## src/rtl/pll_lock_seq_if.sv

```systemverilog
// Control/status bundle between the PLL lock sequencer and its surroundings
// (PLL primitive, clock gate, DDR init logic).
interface pll_lock_seq_if;
  // restart_req is a request without a ready: a one-cycle pulse that the
  // sequencer always accepts on the clock edge where it is sampled high.
  logic       pll_lock;
  logic       restart_req;
  logic       pll_rst;
  logic       clkout0_gate;
  logic       ready;
  logic       fail;
  logic       lock_lost;
  logic [3:0] retry_cnt;
  logic [2:0] dbg_state;

  modport slave (
    input  pll_lock,
    input  restart_req,
    output pll_rst,
    output clkout0_gate,
    output ready,
    output fail,
    output lock_lost,
    output retry_cnt,
    output dbg_state
  );

  modport master (
    output pll_lock,
    output restart_req,
    input  pll_rst,
    input  clkout0_gate,
    input  ready,
    input  fail,
    input  lock_lost,
    input  retry_cnt,
    input  dbg_state
  );
endinterface

```

## src/rtl/pll_lock_seq.sv

```systemverilog
// Reset/lock sequencer for the DDR3 50->400 MHz PLL: holds PLL reset, waits for
// lock with timeout and bounded retries, debounces lock, then gates CLKOUT0 on.
module pll_lock_seq #(
  parameter int RST_CYCLES   = 16,
  parameter int LOCK_TIMEOUT = 50000,
  parameter int LOCK_STABLE  = 256,
  parameter int GATE_DELAY   = 8,
  parameter int MAX_RETRY    = 3
) (
  input logic            clkin1,
  input logic            rst,
  pll_lock_seq_if.slave  bus
);

  localparam int MAX_AB  = (RST_CYCLES > LOCK_TIMEOUT) ? RST_CYCLES : LOCK_TIMEOUT;
  localparam int MAX_CD  = (LOCK_STABLE > GATE_DELAY) ? LOCK_STABLE : GATE_DELAY;
  localparam int CNT_MAX = (MAX_AB > MAX_CD) ? MAX_AB : MAX_CD;
  localparam int CW      = $clog2(CNT_MAX + 1);

  localparam logic [CW-1:0] CNT_TOP     = CW'(CNT_MAX);
  localparam logic [CW-1:0] RST_LAST    = CW'(RST_CYCLES - 1);
  localparam logic [CW-1:0] TO_LAST     = CW'(LOCK_TIMEOUT - 1);
  localparam logic [CW-1:0] STABLE_LAST = CW'(LOCK_STABLE - 1);
  localparam logic [CW-1:0] GATE_LAST   = CW'(GATE_DELAY - 1);
  localparam logic [3:0]    RETRY_MAX   = 4'(MAX_RETRY);

  localparam logic [2:0] S_RESET_HOLD = 3'd0;
  localparam logic [2:0] S_WAIT_LOCK  = 3'd1;
  localparam logic [2:0] S_STABLE     = 3'd2;
  localparam logic [2:0] S_GATE_WAIT  = 3'd3;
  localparam logic [2:0] S_RUN        = 3'd4;
  localparam logic [2:0] S_FAIL       = 3'd5;

  logic          lock_meta;
  logic          lock_s;
  logic [2:0]    state;
  logic [2:0]    state_nxt;
  logic [CW-1:0] cnt;
  logic [CW-1:0] cnt_nxt;
  logic [3:0]    retry_cnt;
  logic [3:0]    retry_nxt;
  logic          lock_lost_nxt;

  logic pll_rst_q, gate_q, ready_q, fail_q, lock_lost_q;
  logic pll_rst_nxt, gate_nxt, ready_nxt, fail_nxt;

  // pll_lock comes from the PLL's own clock domain.
  always_ff @(posedge clkin1 or posedge rst) begin
    if (rst) begin
      lock_meta <= 1'b0;
      lock_s    <= 1'b0;
    end else begin
      lock_meta <= bus.pll_lock;
      lock_s    <= lock_meta;
    end
  end

  always_comb begin
    state_nxt     = state;
    retry_nxt     = retry_cnt;
    lock_lost_nxt = 1'b0;
    if (bus.restart_req) begin
      state_nxt = S_RESET_HOLD;
      retry_nxt = 4'd0;
    end else begin
      case (state)
        S_RESET_HOLD: begin
          if (cnt == RST_LAST) state_nxt = S_WAIT_LOCK;
        end
        S_WAIT_LOCK: begin
          if (lock_s) begin
            state_nxt = S_STABLE;
          end else if (cnt == TO_LAST) begin
            if (retry_cnt >= RETRY_MAX) begin
              state_nxt = S_FAIL;
            end else begin
              state_nxt = S_RESET_HOLD;
              retry_nxt = retry_cnt + 4'd1;
            end
          end
        end
        S_STABLE: begin
          // A dropout sends us back to wait with a fresh timeout, not a retry.
          if (!lock_s) state_nxt = S_WAIT_LOCK;
          else if (cnt == STABLE_LAST) state_nxt = S_GATE_WAIT;
        end
        S_GATE_WAIT: begin
          if (!lock_s) begin
            state_nxt = S_RESET_HOLD;
          end else if (cnt == GATE_LAST) begin
            state_nxt = S_RUN;
            retry_nxt = 4'd0;
          end
        end
        S_RUN: begin
          if (!lock_s) begin
            state_nxt     = S_RESET_HOLD;
            lock_lost_nxt = 1'b1;
          end
        end
        S_FAIL: begin
          state_nxt = S_FAIL;
        end
        default: begin
          state_nxt = S_RESET_HOLD;
        end
      endcase
    end
  end

  // Counter restarts on any state change and on restart_req (even in RESET_HOLD).
  always_comb begin
    if (bus.restart_req || (state_nxt != state)) cnt_nxt = '0;
    else if (cnt == CNT_TOP)                     cnt_nxt = cnt;
    else                                         cnt_nxt = cnt + 1'b1;
  end

  always_comb begin
    pll_rst_nxt = 1'b0;
    gate_nxt    = 1'b0;
    ready_nxt   = 1'b0;
    fail_nxt    = 1'b0;
    case (state_nxt)
      S_RESET_HOLD: pll_rst_nxt = 1'b1;
      S_GATE_WAIT:  gate_nxt    = 1'b1;
      S_RUN: begin
        gate_nxt  = 1'b1;
        ready_nxt = 1'b1;
      end
      S_FAIL: begin
        pll_rst_nxt = 1'b1;
        fail_nxt    = 1'b1;
      end
      default: pll_rst_nxt = 1'b0;
    endcase
  end

  always_ff @(posedge clkin1 or posedge rst) begin
    if (rst) begin
      state       <= S_RESET_HOLD;
      cnt         <= '0;
      retry_cnt   <= 4'd0;
      pll_rst_q   <= 1'b1;
      gate_q      <= 1'b0;
      ready_q     <= 1'b0;
      fail_q      <= 1'b0;
      lock_lost_q <= 1'b0;
    end else begin
      state       <= state_nxt;
      cnt         <= cnt_nxt;
      retry_cnt   <= retry_nxt;
      pll_rst_q   <= pll_rst_nxt;
      gate_q      <= gate_nxt;
      ready_q     <= ready_nxt;
      fail_q      <= fail_nxt;
      lock_lost_q <= lock_lost_nxt;
    end
  end

  assign bus.pll_rst      = pll_rst_q;
  assign bus.clkout0_gate = gate_q;
  assign bus.ready        = ready_q;
  assign bus.fail         = fail_q;
  assign bus.lock_lost    = lock_lost_q;
  assign bus.retry_cnt    = retry_cnt;
  assign bus.dbg_state    = state;

endmodule

```

## src/flat_wrapper.sv

```systemverilog
// flat-port wrapper written by rule: the top's interface ports become plain ports
module pll_lock_seq_flat 
#(
  parameter int RST_CYCLES   = 16,
  parameter int LOCK_TIMEOUT = 50000,
  parameter int LOCK_STABLE  = 256,
  parameter int GATE_DELAY   = 8,
  parameter int MAX_RETRY    = 3
)
  (clkin1, rst, bus_pll_lock, bus_restart_req, bus_pll_rst, bus_clkout0_gate, bus_ready, bus_fail, bus_lock_lost, bus_retry_cnt, bus_dbg_state);
  pll_lock_seq_if bus_i ();
  input logic clkin1;
  input logic rst;
  input wire logic [$bits(bus_i.pll_lock)-1:0] bus_pll_lock;
  input wire logic [$bits(bus_i.restart_req)-1:0] bus_restart_req;
  output wire logic [$bits(bus_i.pll_rst)-1:0] bus_pll_rst;
  output wire logic [$bits(bus_i.clkout0_gate)-1:0] bus_clkout0_gate;
  output wire logic [$bits(bus_i.ready)-1:0] bus_ready;
  output wire logic [$bits(bus_i.fail)-1:0] bus_fail;
  output wire logic [$bits(bus_i.lock_lost)-1:0] bus_lock_lost;
  output wire logic [$bits(bus_i.retry_cnt)-1:0] bus_retry_cnt;
  output wire logic [$bits(bus_i.dbg_state)-1:0] bus_dbg_state;
  assign bus_i.pll_lock = bus_pll_lock;
  assign bus_i.restart_req = bus_restart_req;
  assign bus_pll_rst = bus_i.pll_rst;
  assign bus_clkout0_gate = bus_i.clkout0_gate;
  assign bus_ready = bus_i.ready;
  assign bus_fail = bus_i.fail;
  assign bus_lock_lost = bus_i.lock_lost;
  assign bus_retry_cnt = bus_i.retry_cnt;
  assign bus_dbg_state = bus_i.dbg_state;
  pll_lock_seq #(.RST_CYCLES(RST_CYCLES), .LOCK_TIMEOUT(LOCK_TIMEOUT), .LOCK_STABLE(LOCK_STABLE), .GATE_DELAY(GATE_DELAY), .MAX_RETRY(MAX_RETRY)) u_core (.clkin1(clkin1), .rst(rst), .bus(bus_i));
endmodule
```

## config.mk

```make
export PLATFORM = sky130hd
export DESIGN_NAME = pll_lock_seq_flat
export DESIGN_NICKNAME = d
export VERILOG_FILES = /design/src/rtl/pll_lock_seq_if.sv /design/src/rtl/pll_lock_seq.sv /design/src/flat_wrapper.sv
export SDC_FILE = /design/constraint.sdc
export NUM_CORES = 1
export LEC_CHECK = 0
export CAP_MARGIN = 5
export CORE_AREA = 2 2 80 82
export CTS_CLUSTER_DIAMETER = 200
export DETAILED_ROUTE_END_ITERATION = 10
export DIE_AREA = 0 0 82 84
export PLACE_DENSITY = 0.6
export SLEW_MARGIN = 25
export SYNTH_ARGS = -nofsm -noshare
export SYNTH_HDL_FRONTEND = slang
export SYNTH_SLANG_ARGS = --single-unit
```

## constraint.sdc

```tcl
create_clock -name clkin1 -period 2.2 [get_ports clkin1]
set_clock_uncertainty 0.15 [all_clocks]
set_input_delay 0.22 -clock clkin1 [delete_from_list [all_inputs] [get_ports clkin1]]
set_output_delay 0.22 -clock clkin1 [all_outputs]
set_load 0.03 [all_outputs]
```

==> run_1/layer_met2.png <==
Bar = 20 um.
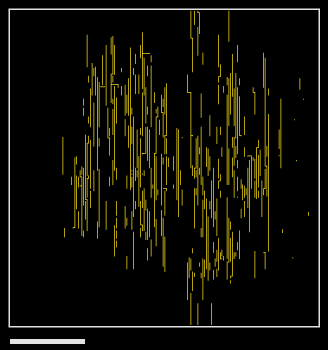
main direction = vertical
longest straight run = 37.7 um
nets with wire on the layer = 177
met2 track utilization from global routing: 19.9%
total number of vias: 1,364
aggregate routed wire length: 3830 um

==> run_1/logic_types.png <==
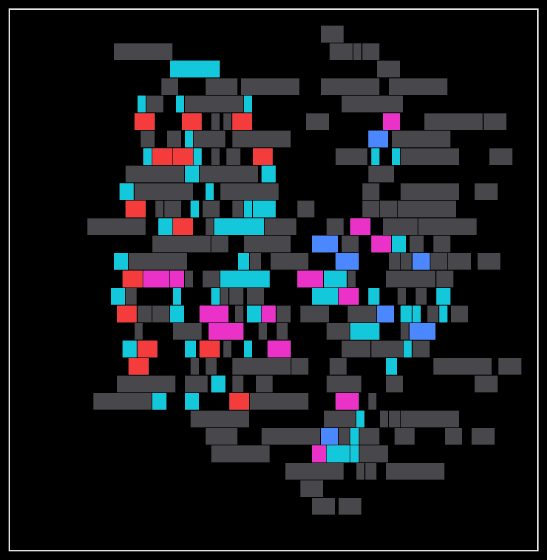
cyan -> NOR gates  # cells 47, most used nor2_1
red -> XOR/XNOR gates  # cells 14, most used xor2_1
magenta -> AND and OR gates  # cells 13
blue -> AND-OR and OR-AND gates  # cells 7, most used o21a_1
number of standard cells in the final layout excluding fillers: 290
proportion of cell area occupied by multi-input gates: 42.8%
top logic cell by instance count in the layout: sky130_fd_sc_hd__dfrtp_1

==> run_1/congestion.png <==
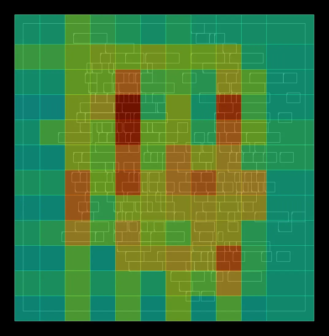
M3 GR Usage: 3.90%
met1 Usage GRT: 15.6%

==> git commit body, run 1 <==
Record implementation results from latest flow run

- The flow ran to the end, and the final reports show no timing, DRC or antenna violations.
- The filler cells instantiated in the layout total 612.
- Overall power: 1.11 mW
- Non-clk buf share: 14.9%
- Number of vias per cell after detailed routing: 4.70
* Top routing layer in use: met4
- Summed over all nets, wire length on met3 after detailed routing comes to 120 um.
- R2R cell count: 8
- The portion of synthesized area spent on multiplexers is 1.42%.
- First-pass GRT wire length: ~6500 um
* Buffers excl. clock: 39
* Cell count after synthesis: around 170
- Prevailing logic family in the synthesized netlist: simple AND/OR/NAND/NOR gates
- Of the cells placed in the final design, the portion with a size suffix greater than 1 is 34.7%.
* Cell at the root of the clock tree: sky130_fd_sc_hd__clkbuf_8
- Dominant delay contributor by cell family on the critical path: simple AND/OR/NAND/NOR gates
- Final worst setup slack: 0.0756 ns
* Horizontal die dimension: approximately 80 um
- The later pin in the worst-skew pair is clocked with a latency of 0.29 ns.
* Area used by multi-input combinational logic: ~980 sq um
- Per Yosys stat, the portion of area used by sequential elements is 42.7%.
* Clk. pwr: 481 uW
- TritonRoute output was used to compute an average wire per cell of 13.2 um.
- Count of warnings emitted by yosys: 0
- In this run the count of I/O pins placed on the die edge is 16.
* CTS tree: yes
- Largest cell class by area: logic gates
- Top logic cells by instance count in the layout: sky130_fd_sc_hd__dfrtp_1, sky130_fd_sc_hd__buf_4, sky130_fd_sc_hd__nor2_1
* Count of unresolved DRC violations after routing: 0
- The chip area line in the Yosys stat output reads ~1800 sq um.
- Slew of the pin with the lowest slew margin: about 0.39 ns
* Most used routing layer in global routing: met2
* Power density over the cells: 484 nW/um^2
- The power report puts the net switching power at approximately 280 uW.
- The number of clock buffers added by TritonCTS is 5.
* Type of the most critical hold path: primary input to asynchronous set/reset pin
- Sequential group power: 567 uW
- By instance count, the leading cell after synthesis is sky130_fd_sc_hd__dfrtp_1.
- Final Net Count: 219
* Number of antenna violations at the first check in global routing: 0
* Standard-cell rows: 29
- Summing all flip-flop and latch instances after layout gives 752 sq um.
* Non-clock inverter total of the final layout: 8
* Worst path slowest cell: sky130_fd_sc_hd__dfrtp_1
- Synth Area in Adders: 2.13%
- Worst stage delay on the critical path: between 0.4 and 0.5 ns
- The post-synth register bit count is 30.
- FP Util: 28.9%
- Worst slack, placed: -0.0120 ns
- In the final report, the number of pins over their slew limit comes to 0.
- The cell-mix breakdown from Yosys lists the simple-gate area share as 31.0%.
- Relative contribution of the clock network to total power: 43.1%
- The worst setup path is captured at a flop.
- The final timing report counts setup violations totalling 0.
* Synthesized area per cell: 10.2 sq um
* Placed insts: 282
- Maximum vdd drop: about 0.00021 V
* Most used standard cells in the synthesized netlist: sky130_fd_sc_hd__dfrtp_1, sky130_fd_sc_hd__nor2_1, sky130_fd_sc_hd__nand2_1
- HPWL reported at the end of detailed placement: 2770 um
* Max FFs per register: 16
* Levels on crit path: 8
- Num sequential: 30
- Relative slew slack: around 74%
* Register fraction of the total cell area: 32.7%
- Area fraction of the dominant cell type after synthesis: 41.3%
- For this run, the script counts the antenna cells in the layout as 0.
- In the layout the tool counted multi-input logic cells amounting to 128.
* FFs w/ async S/R, synth: 100%
- Gates resized, CTS repair: 2
* Static leakage power: 0.963 nW
- Final period utilization: 96.6%
* Overall track demand over capacity in global routing: 12.5%
- Largest Register: u_core.cnt
* Tally of buffers added on design ports: 15
- The power report lists cell-internal power as 838 uW.
* Post-Synthesis Net Count: 179
* Wire length on met1: 1770 um
- Area contributors post-synth: sky130_fd_sc_hd__dfrtp_1, sky130_fd_sc_hd__nor2_1, sky130_fd_sc_hd__xor2_1, sky130_fd_sc_hd__nor2_2, sky130_fd_sc_hd__xnor2_1
* Fmax: 0.471 GHz
* Fraction of power consumed by sequential logic: 50.9%
* Combinational-cell power consumption: 67.0 uW
* Xor/xnor share: 6.97%
- # hold bufs at CTS: 0
- Once iteration 0 of detailed routing completed, the report listed 36 DRC markers.
- Syn-to-layout area delta: 30.8%
- Core region area: about 6100 sq um
- # clk buffers: 6
- Worst Path Required: 2.22 ns
* Most area-hungry cell type in the Yosys netlist: sky130_fd_sc_hd__dfrtp_1
* Unique cell type count in the Yosys netlist: about 55
==> run_1/layer_met3.png <==
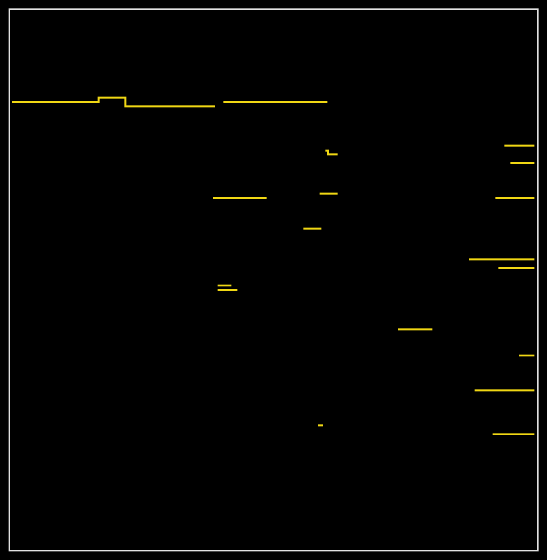

==> inputs of run 2 (changes only) <==
ABC_AREA = 1   (was unset)
CORE_AREA = 2 2 81 83   (was 2 2 80 82)
DIE_AREA = 0 0 83 85   (was 0 0 82 84)
==> run_2/layer_met3.png <==
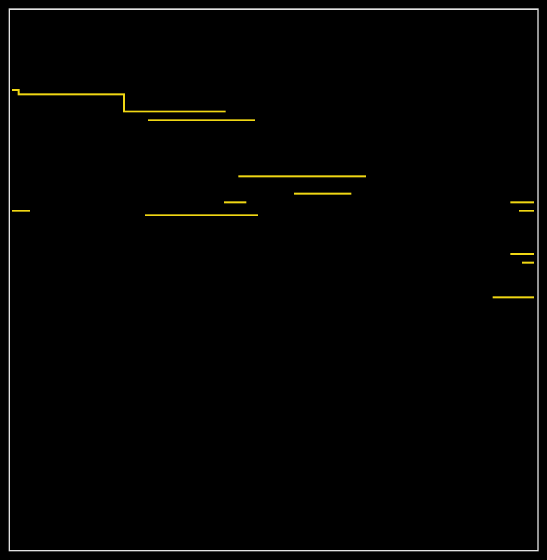
longest straight run = 19.8 um
share of all routed wire = 3.8%
main direction = horizontal
nets with wire on the layer = 10
wire length on this layer = 122 um
total number of vias: 1,356
aggregate routed wire length: 3250 um
M3 GR Usage: 2.92%

==> run_2/flops_by_reg.png <==
Bar = 20 um. Other sequential cells in the stronger gray, the rest of the logic in the fainter gray.
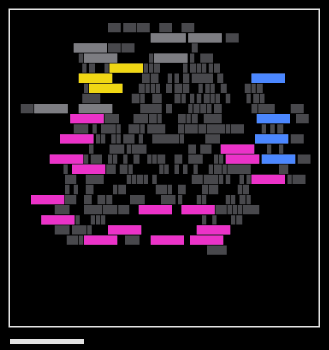
magenta -> u_core.cnt  # sequential cells 16
yellow -> u_core.bus.dbg_state  # sequential cells 3
blue -> u_core.bus.retry_cnt  # sequential cells 4
not colored = 7
sequential group power: 573 uW
register fraction of the total cell area: 34.9%
area occupied by registers: 752 sq um
post-route core utilization: 34.7%

==> run_2/logic_types.png <==
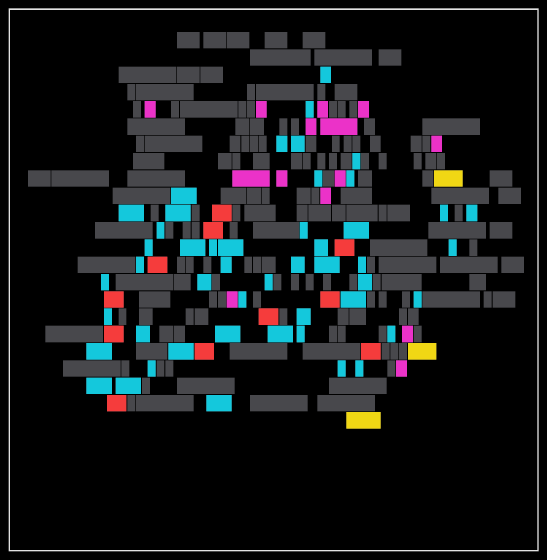
cyan -> NOR gates  # cells 48, most used nor2_1
yellow -> adder and majority cells  # cells 3, most used ha_1
red -> XOR/XNOR gates  # cells 11, most used xor2_1
magenta -> inverting AOI/OAI gates  # cells 14, most used o21ai_0
top logic cell by instance count in the layout: sky130_fd_sc_hd__nand2_1
number of standard cells in the final layout excluding fillers: 315
proportion of cell area occupied by multi-input gates: 42.6%

==> run 2 against run 1 <==
Compared with the run above:
- non-clock buffer count fell by 22
- highest routed layer is now met3
- die area up 2.4%
- combinational power rose by 28%
- critical endpoint is now u_core.cnt[1]
- cell count rose by 8.6%
- largest power group unchanged
- count of clock-buffer cells in the layout is 1 higher
==> git commit body, run 2 <==
Record implementation results from latest flow run

- Outcome: finished clean
- Final hold analysis gives a worst-case slack of approximately 0.16 ns.
* Non-clk buf share: 7.67% (-7.2 points)
* Unique cell type count in the Yosys netlist: 25 (-55%)
- Nature of the critical path endpoint: flop
- Detail Route met3 WL: 121 um (+0.83%)
- Cell count after synthesis: 214 (+24%)
* Xor/xnor share: 5.34% (-1.6 points)
* Standard-cell rows: 29 (unchanged)
* Wire length on met1: 1620 um (-8.0%)
- The post-synthesis simple-gate area fraction came to 37.3% (+6.3 points).
* Ant. Diodes: 0 (unchanged)
- The cell depth of the worst setup path is 12 (+4).
- The clock distribution power was 454 uW (-5.6%).
- The area growth from synthesis to layout is 19.4%.
- Met2 track utilization from global routing: 15.5% (-4.3 points)
- The total of buffers placed on input and output ports is 15 (unchanged).
- The initial antenna violation count came to 0 (unchanged).
- Among all stages on the critical path, the largest delay is contributed by sky130_fd_sc_hd__dfrtp_1.
* Overall power: 1.11 mW (-0.20%)
- For reference, the top cells by count after synthesis are sky130_fd_sc_hd__nand2_1, sky130_fd_sc_hd__inv_1, sky130_fd_sc_hd__dfrtp_1.
* Clock transition at the register clock pins on the worst setup and hold paths after CTS: 0.06 ns
- The share of synthesized registers carrying an async set or reset came to 100% (unchanged).
- The leakage power figure came to 0.970 nW (+0.75%).
- Once detail routing completed, the nets flagged for antenna violations numbered 0.
* Share of final-layout standard cells stronger than drive strength 1: 21.0% (-14 points)
* Synth top cell by count: sky130_fd_sc_hd__nand2_1
- The placed wire-length estimate is 2440 um (-12%).
* Launching element type of the critical path: flop
* Maximum vdd drop: 0.000281 V (+35%)
* Largest net degree at the start of global routing: 31
* CTS tree: yes
- The power share of the sequential group was 51.5% (+0.6 points).
- The relative contribution of the clock network to total power is 40.8% (-2.3 points).
* Worst Path Required: 2.21 ns (about the same)
* Iteration tally of the first detailed-router pass: 4
- Type of the most critical hold path: primary input to asynchronous set/reset pin
* Sequential area share after synthesis: 41.7% (-1.0 points)
* Yosys-reported design area after synthesis: 1800 sq um (+2.5%)
- Max-slew violation total from the final report: 0 (unchanged)
- The number of storage elements in the synthesis netlist came to 30 (unchanged).
- The detailed router used layers up to and including met3.
- The insertion delay to the later sink of the worst-skew pair came to 0.28 ns (about the same).
- Grouping non-sequential cells by family puts the most area in simple AND/OR/NAND/NOR gates.
- FP Util: 29.1% (+0.20 points)
- The number of top-level pins is 16 (unchanged).
- The net total in the final layout is 244 (+11%).
- Largest Register: u_core.cnt
- The post-cts repair resize count came to 0 (-2).
- The portion of synthesized cell area occupied by the leading cell type is 40.2% (-1.0 points).
* Final worst setup slack: 0.178 ns (+0.103 ns)
- The root buffer cell chosen for the clock tree is sky130_fd_sc_hd__clkbuf_8.
* Synth Area in Adders: 2.08% (-0.052 points)
- The part of the cycle the worst path needs came to 91.9% (-4.7 points).
- Total die area: 7060 sq um
- The hold buffer count at CTS came to 0 (unchanged).
* Top logic cells by instance count in the layout: sky130_fd_sc_hd__nand2_1, sky130_fd_sc_hd__inv_1, sky130_fd_sc_hd__dfrtp_1
* Area contributors post-synth: sky130_fd_sc_hd__dfrtp_1, sky130_fd_sc_hd__nor2_4, sky130_fd_sc_hd__nand2_1, sky130_fd_sc_hd__inv_1, sky130_fd_sc_hd__nor2_1
- Violation tally from detailed-route iteration zero: 55 (+53%)
- The total number of multi-input combinational cells was 148 (+16%).
- The power attributed to combinational cells came to 85.6 uW (+28%).
* Dominant delay contributor by cell family on the critical path: simple AND/OR/NAND/NOR gates
- The setup slack after placement was 0.0808 ns (+0.0928 ns).
- Overall track demand over capacity in global routing: 10.2% (-2.3 points)
- The wire length of the first global-routing pass came to 5850 um (-10%).
- The number of flip-flops and latches was 30 (unchanged).
- Buffers excl. clock: 17 (-56%)
- Slew of the pin with the lowest slew margin: 0.413 ns (+0.0221 ns)
* Clock buffers created by TritonCTS: 5 (unchanged)
- The fraction of synthesized area in multiplexers came to 0% (-1.4 points).
- The worst stage delay on the critical path came to 0.37 ns (-0.05 ns).
- The normalized max-slew margin was 72.2% (-1.5 points).
* Max FFs per register: 16 (unchanged)
- The number of remaining DRC errors was 0 (unchanged).
- Final tally of setup violations: 0 (unchanged)
- Cell-internal power: 845 uW (+0.83%)
* Synthesized area per cell: 8.43 sq um (-18%)
- Per-cell routed wire length: 10.3 um (-22%)
* Core region area: 6200 sq um (+1.8%)
- Largest cell class by area: logic gates
- Post-Synthesis Net Count: 221 (+23%)
- The count of synthesis-stage warnings from yosys was 0 (unchanged).
- The switching power was 267 uW (-3.3%).
- The biggest area contributor in the post-synthesis netlist is sky130_fd_sc_hd__dfrtp_1.
* Met1 Usage GRT: 13.9% (-1.7 points)
* Most used routing layer in global routing: met2
* Fmax: 0.495 GHz (+5.1%)
- Non-clock inverter total of the final layout: 35 (+27)
* Placed insts: 306 (+8.5%)
- The routed via count divided by cell count is 4.30 (-8.5%).
- Area used by multi-input combinational logic: 916 sq um (-7.0%)
Power is estimated from default activity; no workload was simulated.
